**Run 1: a small window of the routed layout**

Scale bar: 20 um. Region (0, 0) to (50, 50) um. Cells in grey, sequential cells in the stronger grey; small squares are vias.
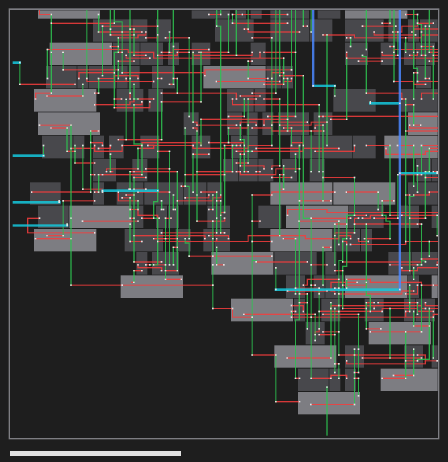
**Run 1: sequential cells coloured by netlist name**

Other sequential cells in the stronger grey, the rest of the logic in the fainter grey.
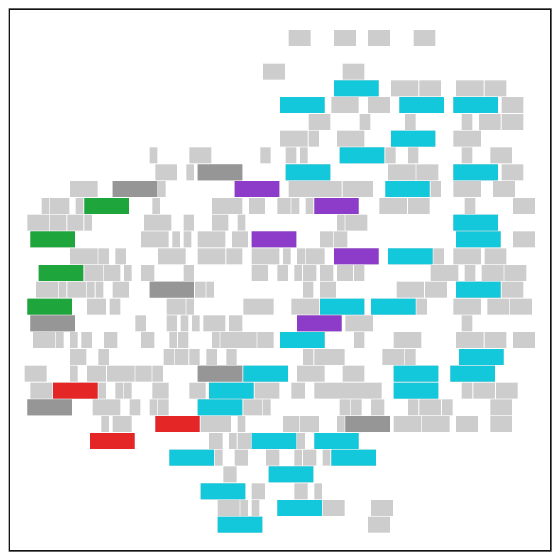
**Run 1: placed cells, one colour a class**

Fill, decap, tap and diode cells in grey.
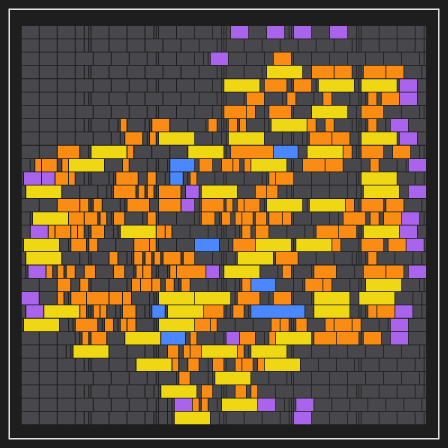
**Run 1: cell placement**

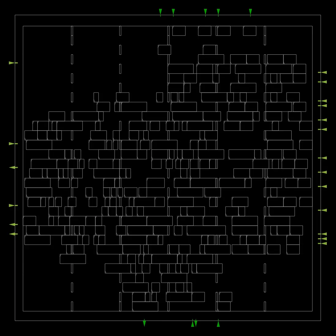
==> config.mk <==
export PLATFORM = sky130hd
export DESIGN_NAME = adc_serial_writer_flat
export DESIGN_NICKNAME = d
export VERILOG_FILES = /design/src/rtl/adc_serial_writer_if.sv /design/src/rtl/adc_serial_writer.sv /design/src/flat_wrapper.sv
export SDC_FILE = /design/constraint.sdc
export NUM_CORES = 1
export LEC_CHECK = 0
export CORE_MARGIN = 2
export CORE_UTILIZATION = 35
export DETAILED_ROUTE_END_ITERATION = 8
export SLEW_MARGIN = 20
export SYNTH_ARGS = -nofsm -noshare
export SYNTH_HDL_FRONTEND = slang
export SYNTH_SLANG_ARGS = --single-unit
==> constraint.sdc <==
create_clock -name Clock -period 3.73 [get_ports Clock]
set_clock_uncertainty 0.15 [all_clocks]
set_input_delay 0.373 -clock Clock [delete_from_list [all_inputs] [get_ports Clock]]
set_output_delay 0.373 -clock Clock [all_outputs]
set_load 0.1 [all_outputs]
==> flow_metrics.env, run 1 <==
# flow metrics
export IMPL_outcome="finished clean"
export IMPL_htreeDepth=2
export IMPL_clkCellAreaFrac_pct=3.98
export IMPL_worst_pin_slew_ps=971
export IMPL_inverters=11
export IMPL_synth_avg_cell_area_um2=9.64
export IMPL_async_flop_share_pct=0
export IMPL_top_cell_area_share_pct=41.0
export IMPL_globalplace_congestion=0.766
export IMPL_sw_frac_of_total_pct=39.8
export IMPL_grt_pass1_wl_mm=8.22
export IMPL_hold_viol=0
export IMPL_crit_path_cell_trace="inv_1, ha_1, buf_4, mux2i_1, a21oi_4, buf_4, and2_1, buf_4, a211oi_2"
export IMPL_min_path_type="register to register"
export IMPL_ant_nets=0
export IMPL_final_setup_tns_ps=0
export IMPL_nets=308
export IMPL_crit_family="buffers and inverters"
export IMPL_grt_util_met3_pct=3.13
export IMPL_antenna_found_initial=0
export IMPL_postCtsSetupRepairBufs=0
export IMPL_aoi_share_pct=25.9
export IMPL_ys_flops=50
export IMPL_comb_share_pct=45.3
export IMPL_drtIter0Drc=97
export IMPL_grt_pass1_vias=1786
export IMPL_io_pins=28
export IMPL_port_buffers=27
export IMPL_nNonClkBuffers=32
export IMPL_pre_cts_ws_ps=949
export IMPL_grt_max_degree=35
export IMPL_cts_tree="built"
export IMPL_reg2regPathDepth=9
export IMPL_worst_path_max_fanout=28
export IMPL_critPathMostFrequentCell="buf_4"
export IMPL_rsz0062_at_grt="false"
export IMPL_cp_start_kind="register"
export IMPL_netlist_cell_type_count=40
export IMPL_syn_inst=253
export IMPL_synthTopCellsByArea="dfxtp_1 41%, a211oi_2 10%, mux2i_1 9.0%"
export IMPL_drive_gt1_share_pct=13.4
export IMPL_ff2ff_setup_slack_ps=1030
export IMPL_finalSetupViolations=0
export IMPL_ys_sh_xor_pct=1.08
export IMPL_ys_top_logic_family="AND-OR/OR-AND gates"
export IMPL_cts_resized=0
export IMPL_fin_area_um2=2860
export IMPL_antennaDiodeCount=0
export IMPL_layout_top_cell="dfxtp_1"
export IMPL_dp_hpwl_mm=3.14
export IMPL_p_clk_share_pct=18.7
export IMPL_simple_gate_share_pct=12.0
export IMPL_power_mw=2.08
export IMPL_cts_hold_buf=0
export IMPL_clk_pin_slew_worst_paths_ps=90
export IMPL_period_needed_ps=2700
export IMPL_synthFlopType="dfxtp_1"
export IMPL_internal_power_mw=1.25
export IMPL_largestClassByArea="multi-input combinational cells"
export IMPL_highest_layer="met4"
export IMPL_top_cell="dfxtp_1"
export IMPL_powerDensity_nw_per_um2=729
export IMPL_final_cell_mix="50 x dfxtp_1, 30 x a21oi_1, 27 x clkdlybuf4s50_1"
export IMPL_m1WireLength_mm=2.42
export IMPL_top_power_group="combinational logic"
export IMPL_drcViolationCount=0
export IMPL_path_class="register to register"
export IMPL_cp_num_cells=9
export IMPL_power_frac_comb_pct=43.9
export IMPL_syn_area_um2=2440
export IMPL_cp_end_kind="register"
export IMPL_fp_util_pct=36.1
export IMPL_cts_max_path_buffers=2
export IMPL_yosys_cells=253
export IMPL_common_cells="50 x dfxtp_1, 30 x a21oi_1, 22 x mux2i_1"
export IMPL_maxSlewViolCount=0
export IMPL_leakagePower_nw=0.994
export IMPL_crit_slowest_cell="and2_1"
export IMPL_mi_logic_area_um2=1300
export IMPL_crit_buf_inv=4
export IMPL_die_y_um=87.5
export IMPL_die_w_um=87.5
## Picture notes: 'a small window of the routed layout'
- green: M2
- cyan: M3
- blue: M4
- red: M1
- cells with their middle in the window: 121
- sequential cells in the window: 19
- most frequent: dfxtp_1 (19), nand2_1 (16), a21oi_1 (10)

## Picture notes: 'sequential cells coloured by netlist name'
- purple: u_core.bit_q (flops 5; where middle)
- cyan: u_core.shreg_q (flops 31)
- red: u_core.div_q (flops 3)
- green: u_core.gap_q (flops 4; where left middle)
- not coloured: 7
Seq power: 0.781 mW
Post-Route Utilization: 42.3%
Flop area: 1000 um2
flop share of the area: 35.0%

## Picture notes: 'placed cells, one colour a class'
- blue: clock drivers and dummy loads (cells 8; share of their area 4.1%)
- purple: remaining buffers and delay cells (cells 32; share of their area 11%)
- orange: remaining logic cells (cells 186; share of their area 48%)
- yellow: registers (cells 50; share of their area 36%)
core area: 6760 um2
# rows: 30

## Picture notes: 'cell placement'
Seq cells: 50
fill count: 675
Tapcell Cnt: 80
fin cells: 356

**Run 1: wiring heat map**

Scale bar: 20 um. The die is cut into 17 by 17 equal tiles; black is low, pale yellow is high, scaled to the fullest tile. Values are wire area over tile area, all layers added.
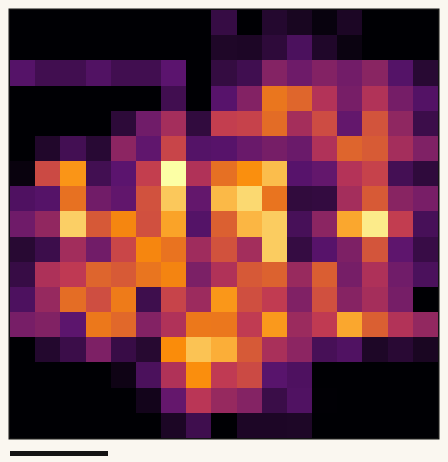

==> run 2: changes to the inputs <==
Clock period 3.73 ns to 2.57 ns, I/O delays scaled along.
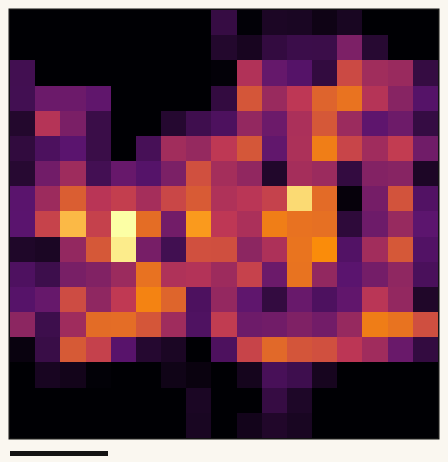
**Above:** run 2 (wiring heat map).
Scale bar: 20 um. The die is cut into 17 by 17 equal tiles; black is low, pale yellow is high, scaled to the fullest tile. Values are wire area over tile area, all layers added.
- tiles over half the peak: 19%
- densest ninth of the die: middle
- fullest tile: 0.36
Routed WL: 4.76 mm
aggregate global-route resource usage: 13.0%
DR WL/cell: 13.3 um
Vias: 1,896

==> flow_metrics.env, run 2 <==
# flow metrics
export IMPL_grt_util_met3_pct=3.03
export IMPL_globalplace_congestion=0.787
export IMPL_clk_pin_slew_worst_paths_ps=100
export IMPL_dp_cells=349
export IMPL_pre_cts_ws_ps=499
export IMPL_antenna_found_initial=0
export IMPL_ys_sh_xor_pct=1.08
export IMPL_maxCapViolCount=0
export IMPL_antennaDiodeCount=0
export IMPL_async_flop_share_pct=0
export IMPL_highest_layer="met4"
export IMPL_dp_hpwl_mm=3.16
export IMPL_mi_logic_area_um2=1300
export IMPL_yosysTopAreaCell="dfxtp_1"
export IMPL_flops=50
export IMPL_drive_gt1_share_pct=15.5
export IMPL_wl_met2_mm=2.24
export IMPL_met2_usage_pct=20.9
export IMPL_drtIter0Drc=60
export IMPL_synthFlopType="dfxtp_1"
export IMPL_pg_seq_mw=1.13
export IMPL_power_mw=3.14
export IMPL_fin_area_um2=2890
export IMPL_cp_end_kind="register"
export IMPL_top_power_group="combinational logic"
export IMPL_nets=309
export IMPL_cts_max_path_buffers=2
export IMPL_p_sw_mw=1.19
export IMPL_leakagePower_nw=1.03
export IMPL_cp_start_kind="register"
export IMPL_die_w_um=87.5
export IMPL_port_buffers=27
export IMPL_ys_top_logic_family="AND-OR/OR-AND gates"
export IMPL_cp_data_arrival_time_ps=2130
export IMPL_crit_slowest_cell="dfxtp_1"
export IMPL_io_pins=28
export IMPL_inverters=11
export IMPL_cp_num_cells=6
export IMPL_comb_share_pct=44.8
export IMPL_common_cells="50 x dfxtp_1, 30 x a21oi_1, 22 x mux2i_1"
export IMPL_ant_nets=0
export IMPL_reg2regPathDepth=6
export IMPL_finalSetupViolations=0
export IMPL_crit_buf_inv=1
export IMPL_ys_chip_area_um2=2440
export IMPL_viasPerCell=5.31
export IMPL_power_frac_comb_pct=43.0
export IMPL_maxSlewViolCount=0
export IMPL_crit_path_cell_trace="inv_1, ha_1, nor4b_4, and2b_1, nand3_1, o221a_2"
export IMPL_min_path_type="register to register"
export IMPL_netlist_cell_type_count=40
export IMPL_cts_resized=0
export IMPL_postCtsSetupRepairBufs=0
export IMPL_p_clk_share_pct=20.8
export IMPL_fin_cells=357
export IMPL_path_class="register to register"
export IMPL_worst_pin_slew_ps=496
export IMPL_period_needed_ps=2080
export IMPL_grt_pass1_wl_mm=7.98
export IMPL_slowest_delay_ps=410
export IMPL_cts_hold_buf=0
export IMPL_layout_top_cell="dfxtp_1"
export IMPL_rsz0062_at_grt="false"
export IMPL_nNonClkBuffers=33
export IMPL_wl_met3_um=181
export IMPL_internal_power_mw=1.95
export IMPL_core_area_um2=6760
export IMPL_simple_gate_share_pct=12.0
export IMPL_grt_pass1_vias=1720
export IMPL_slew_headroom_pct=66.9
export IMPL_top_cell="dfxtp_1"
export IMPL_synth_avg_cell_area_um2=9.64
export IMPL_worst_path_max_fanout=11
export IMPL_ys_flops=50
export IMPL_top_cell_area_share_pct=41.0
export IMPL_clk_power_mw=0.654
export IMPL_largestClassByArea="multi-input combinational cells"
export IMPL_outcome="finished clean"
export IMPL_grt_max_degree=34
export IMPL_powerDensity_nw_per_um2=1090
export IMPL_final_cell_mix="50 x dfxtp_1, 30 x a21oi_1, 22 x mux2i_1, 22 x clkdlybuf4s50_1, 21 x nand2_1"
export IMPL_htreeDepth=2
export IMPL_drcViolationCount=0
export IMPL_cts_tree="built"
export IMPL_fp_util_pct=36.1
export IMPL_hold_viol=0
export IMPL_ff2ff_setup_slack_ps=490
export IMPL_finish_utilization_pct=42.8
export IMPL_seq_area_um2=1000
export IMPL_crit_family="simple AND/OR/NAND/NOR gates"
export IMPL_clkCellAreaFrac_pct=4.76
export IMPL_m1WireLength_mm=2.28
export IMPL_root_buffer="clkbuf_8"
export IMPL_fill_cells=671
export IMPL_syn_area_um2=2440
export IMPL_die_y_um=87.5
export IMPL_nWellTaps=80
export IMPL_synthTopCellsByArea="dfxtp_1 41%, a211oi_2 10%, mux2i_1 9.0%"
export IMPL_aoi_share_pct=25.9
export IMPL_enable_flop_cells=0
export IMPL_syn_inst=253
export IMPL_seq_share_pct=34.6
export IMPL_yosys_cells=253
export IMPL_sw_frac_of_total_pct=37.9
export IMPL_num_rows=30
export IMPL_final_setup_tns_ps=0
Power figures rest on the tool's default switching activity, not on a simulated workload.
